$ cat src/rtl/width_adjust_arbiter_if.sv
// Stream bundle for width_adjust_arbiter: two producer ports in, one adjusted stream out.
// slave = arbiter side, master = producer/consumer side.
interface width_adjust_arbiter_if #(
  parameter int WORD_WIDTH_A   = 0,
  parameter int WORD_WIDTH_B   = 0,
  parameter int WORD_WIDTH_OUT = 0
);
  logic                      a_valid;
  logic                      a_ready;
  logic [WORD_WIDTH_A-1:0]   a_data;
  logic                      b_valid;
  logic                      b_ready;
  logic [WORD_WIDTH_B-1:0]   b_data;
  logic                      out_valid;
  logic                      out_ready;
  logic [WORD_WIDTH_OUT-1:0] out_data;
  logic                      out_source;

  modport slave (
    input  a_valid, a_data, b_valid, b_data, out_ready,
    output a_ready, b_ready, out_valid, out_data, out_source
  );

  modport master (
    output a_valid, a_data, b_valid, b_data, out_ready,
    input  a_ready, b_ready, out_valid, out_data, out_source
  );
endinterface

$ cat src/rtl/width_adjust_arbiter.sv
// Round-robin 2:1 arbiter with per-port width adjust into one registered output stage.
// Latency 1 cycle; readies drop while the held word is stalled (out_valid && !out_ready).
module width_adjust_arbiter #(
  parameter int WORD_WIDTH_A   = 0,
  parameter int SIGNED_A       = 0,
  parameter int WORD_WIDTH_B   = 0,
  parameter int SIGNED_B       = 0,
  parameter int WORD_WIDTH_OUT = 0
) (
  input  logic                  clock,
  input  logic                  clear,
  width_adjust_arbiter_if.slave bus
);

  typedef enum logic {
    PRIO_A = 1'b0,
    PRIO_B = 1'b1
  } prio_e;

  localparam int PAD_A = WORD_WIDTH_OUT - WORD_WIDTH_A;
  localparam int PAD_B = WORD_WIDTH_OUT - WORD_WIDTH_B;

  prio_e                     r_prio;
  prio_e                     w_prio_nxt;
  logic                      r_out_valid;
  logic                      r_out_source;
  logic [WORD_WIDTH_OUT-1:0] r_out_data;

  logic [WORD_WIDTH_OUT-1:0] w_a_adj;
  logic [WORD_WIDTH_OUT-1:0] w_b_adj;
  logic                      w_load_ok;
  logic                      w_grant_a;
  logic                      w_grant_b;
  logic                      w_accept_a;
  logic                      w_accept_b;
  logic                      w_accept;

  // Width adjust for port A: pass, pad (sign or zero), or truncate to the low bits.
  generate
    if (PAD_A == 0) begin : g_a_pass
      assign w_a_adj = bus.a_data;
    end else if (PAD_A > 0) begin : g_a_pad
      logic w_a_fill;
      assign w_a_fill = (SIGNED_A != 0) && bus.a_data[WORD_WIDTH_A-1];
      assign w_a_adj  = {{PAD_A{w_a_fill}}, bus.a_data};
    end else begin : g_a_trunc
      assign w_a_adj = bus.a_data[WORD_WIDTH_OUT-1:0];
    end
  endgenerate

  generate
    if (PAD_B == 0) begin : g_b_pass
      assign w_b_adj = bus.b_data;
    end else if (PAD_B > 0) begin : g_b_pad
      logic w_b_fill;
      assign w_b_fill = (SIGNED_B != 0) && bus.b_data[WORD_WIDTH_B-1];
      assign w_b_adj  = {{PAD_B{w_b_fill}}, bus.b_data};
    end else begin : g_b_trunc
      assign w_b_adj = bus.b_data[WORD_WIDTH_OUT-1:0];
    end
  endgenerate

  // The stage can take a word when empty or when its current word leaves this cycle.
  assign w_load_ok  = !r_out_valid || bus.out_ready;
  assign w_grant_a  = bus.a_valid && (!bus.b_valid || (r_prio == PRIO_A));
  assign w_grant_b  = bus.b_valid && (!bus.a_valid || (r_prio == PRIO_B));
  assign w_accept_a = w_load_ok && w_grant_a && !clear;
  assign w_accept_b = w_load_ok && w_grant_b && !clear;
  assign w_accept   = w_accept_a || w_accept_b;

  assign bus.a_ready    = w_accept_a;
  assign bus.b_ready    = w_accept_b;
  assign bus.out_valid  = r_out_valid;
  assign bus.out_data   = r_out_data;
  assign bus.out_source = r_out_source;

  always_ff @(posedge clock or posedge clear) begin
    if (clear) begin
      r_prio <= PRIO_A;
    end else begin
      r_prio <= w_prio_nxt;
    end
  end

  // Priority moves to the loser only when a word is actually taken.
  always_comb begin
    w_prio_nxt = r_prio;
    if (w_accept_a) begin
      w_prio_nxt = PRIO_B;
    end else if (w_accept_b) begin
      w_prio_nxt = PRIO_A;
    end
  end

  always_ff @(posedge clock or posedge clear) begin
    if (clear) begin
      r_out_valid  <= 1'b0;
      r_out_data   <= '0;
      r_out_source <= 1'b0;
    end else if (w_accept) begin
      r_out_valid  <= 1'b1;
      r_out_data   <= w_accept_b ? w_b_adj : w_a_adj;
      r_out_source <= w_accept_b;
    end else if (bus.out_ready) begin
      r_out_valid  <= 1'b0;
    end
  end

endmodule
$ cat src/flat_wrapper.sv
// flat-port wrapper written by rule: the top's interface ports become plain ports
module width_adjust_arbiter_flat 
#(
  parameter int WORD_WIDTH_A   = 0,
  parameter int SIGNED_A       = 0,
  parameter int WORD_WIDTH_B   = 0,
  parameter int SIGNED_B       = 0,
  parameter int WORD_WIDTH_OUT = 0
)
  (clock, clear, bus_a_valid, bus_a_data, bus_b_valid, bus_b_data, bus_out_ready, bus_a_ready, bus_b_ready, bus_out_valid, bus_out_data, bus_out_source);
  width_adjust_arbiter_if #(.WORD_WIDTH_A(WORD_WIDTH_A), .WORD_WIDTH_B(WORD_WIDTH_B), .WORD_WIDTH_OUT(WORD_WIDTH_OUT)) bus_i ();
  input  logic clock;
  input  logic clear;
  input wire logic [$bits(bus_i.a_valid)-1:0] bus_a_valid;
  input wire logic [$bits(bus_i.a_data)-1:0] bus_a_data;
  input wire logic [$bits(bus_i.b_valid)-1:0] bus_b_valid;
  input wire logic [$bits(bus_i.b_data)-1:0] bus_b_data;
  input wire logic [$bits(bus_i.out_ready)-1:0] bus_out_ready;
  output wire logic [$bits(bus_i.a_ready)-1:0] bus_a_ready;
  output wire logic [$bits(bus_i.b_ready)-1:0] bus_b_ready;
  output wire logic [$bits(bus_i.out_valid)-1:0] bus_out_valid;
  output wire logic [$bits(bus_i.out_data)-1:0] bus_out_data;
  output wire logic [$bits(bus_i.out_source)-1:0] bus_out_source;
  assign bus_i.a_valid = bus_a_valid;
  assign bus_i.a_data = bus_a_data;
  assign bus_i.b_valid = bus_b_valid;
  assign bus_i.b_data = bus_b_data;
  assign bus_i.out_ready = bus_out_ready;
  assign bus_a_ready = bus_i.a_ready;
  assign bus_b_ready = bus_i.b_ready;
  assign bus_out_valid = bus_i.out_valid;
  assign bus_out_data = bus_i.out_data;
  assign bus_out_source = bus_i.out_source;
  width_adjust_arbiter #(.WORD_WIDTH_A(WORD_WIDTH_A), .SIGNED_A(SIGNED_A), .WORD_WIDTH_B(WORD_WIDTH_B), .SIGNED_B(SIGNED_B), .WORD_WIDTH_OUT(WORD_WIDTH_OUT)) u_core (.clock(clock), .clear(clear), .bus(bus_i));
endmodule
$ cat config.mk
export PLATFORM = sky130hd
export DESIGN_NAME = width_adjust_arbiter_flat
export DESIGN_NICKNAME = d
export VERILOG_FILES = /design/src/rtl/width_adjust_arbiter_if.sv /design/src/rtl/width_adjust_arbiter.sv /design/src/flat_wrapper.sv
export SDC_FILE = /design/constraint.sdc
export NUM_CORES = 1
export LEC_CHECK = 0
export CORE_AREA = 4 4 41 43
export CTS_CLUSTER_SIZE = 16
export DETAILED_ROUTE_END_ITERATION = 7
export DIE_AREA = 0 0 45 47
export SETUP_SLACK_MARGIN = 0.15
export SLEW_MARGIN = 40
export SYNTH_ARGS = -nofsm -noshare
export SYNTH_HDL_FRONTEND = slang
export SYNTH_SLANG_ARGS = --single-unit
$ cat constraint.sdc
create_clock -name clock -period 2.5 [get_ports clock]
set_clock_uncertainty 0.1 [all_clocks]
set_input_delay 0.5 -clock clock [delete_from_list [all_inputs] [get_ports clock]]
set_output_delay 0.5 -clock clock [all_outputs]
set_load 0.02 [all_outputs]
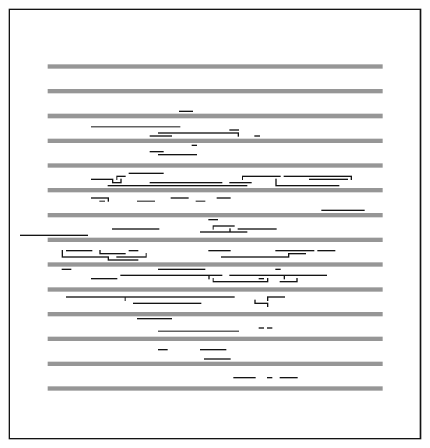
Run 1: M1 wires
Supply wires on this layer in grey.
- wire length on this layer: 260 µm
- main direction: horizontal
- nets with wire on the layer: 44
- share of all routed wire: 43%
- longest straight run: 18.4 µm
met1 usage: 0.08736
drt total wl: 598 µm
routed vias: 240

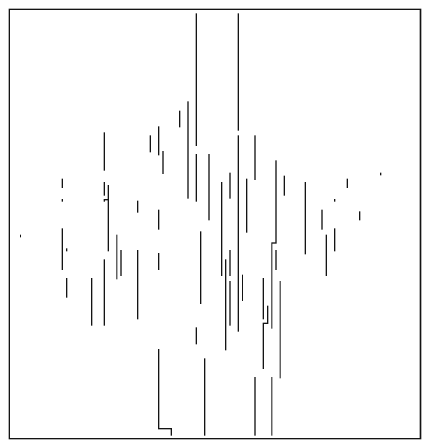
Run 1: met2 routing
- longest straight run: 21.4 µm
- main direction: vertical
- wire length on this layer: 282 µm
met2 usage: 0.1158

==> Changelog: implementation <==
### Implementation results

- Outcome: finished, final reports clean
- Placement-stage cell area: 424.2 µm²
- PwrDens: 767.0 nW/µm²
- Yosys cell types: 10
- Top Consumer: combinational logic
- Comb area: just over 100 µm²
- Largest stage delay on the critical path: between 500 and 600 ps
- Area growth syn-to-layout: 84.54%
- CTS tree: done
- Post-route cell area: 447.9 µm²
- Final Max Slew Viols: 0
- Clock power share: 0.265
- Tool Warnings: 26
- Final-report setup violation count: 0
- Maxcap violations: 0
- Final Hold Fails: 0
- MUX area fraction: 0.08247
- Worst rel slew slack: 0.8547
- Share of layout cells above drive strength 1: 0.2889
- RSZ-0062 raised after global routing: false
- Yosys reg bits: 5
- Top class by area: non-clock buffers
- P_sw: 0.0001096 W
- Comb power frac: 0.381
- Synth warnings: 0
- DR WL/cell: 9.967 µm
- FFs w/ async S/R, synth: 1.000
- #MultiIn Comb: 15
- Endpoint type of the worst setup path: primary output
- Dpl hpwl: 471.6 µm
- Sequential share of cell area: 0.2793
- Worst-case reg-to-reg path depth: 5
- Placed Instances: 56
- Die ar.: 2115 µm²
- Final WS setup: 295.3 ps
- Top cell area share: 0.5155
- Synth cell count leaders: dfrtp_1, nand2_1, inv_2
- Fmax: 453.6 MHz
- Internal power: 0.0002339 W
- Fin util: 0.3442
- Sw Share: 0.3190
- FP Util: 0.1865
- Levels on crit path: 5
- Initial antenna violation count: 0
- Flip-flops with a built-in enable: 0
- Reg-to-Reg Start: u_core.bus.out_valid
- Buf+Inv Stages, Crit Path: 4
- Startpoint types: input pin
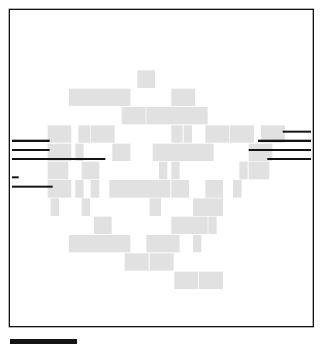
Run 1: metal 3
The bar under the picture is 10 µm long.
- main direction: horizontal
- longest straight run: 13.6 µm
- wire length on this layer: 57.3 µm
- nets with wire on the layer: 9
- share of all routed wire: 9.6%

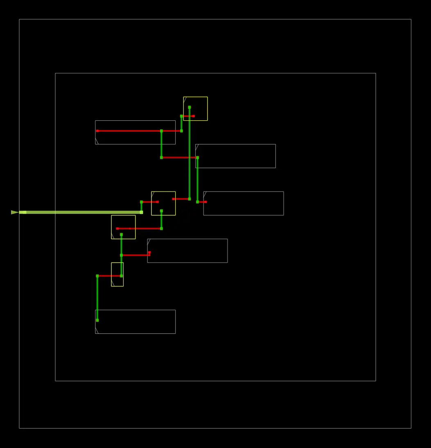
Run 1: clock nets
# clock sinks: 5
num sequential: 5
clock buf count: 4
Clock group: 0.0000909 W
worst-skew pair later-pin latency: 230 ps

[run 1: path summary, 6_finish.rpt]
check,end,slack (ps)
setup / recovery,bus_b_ready,300
hold / removal,u_core.bus.out_valid,350
setup reg to reg,u_core.bus.out_data[-1],1290
hold reg to reg,u_core.bus.out_source,390
max in group asynchronous,u_core.bus.out_source,1700
min in group clock,u_core.bus.out_source,390
[run 1: registers in the layout, indices dropped and copies added (netlist names)]
name	flops
u_core.bus.out_data[-1]	1
u_core.bus.out_valid	1
u_core.bus.out_source	1
u_core.bus.out_data	1
u_core.r_prio	1
[run 1: metal layers]
metal | share of wire | vias up | GRT usage
met5 | 0 | - | 0
li1 | - | 120 | -
met4 | 0 | 0 | 0.03509
met3 | 0.095 | 0 | 0.03448
met2 | 0.47 | 9 | 0.1158
met1 | 0.43 | 111 | 0.08736
Power is estimated from default activity; no workload was simulated.
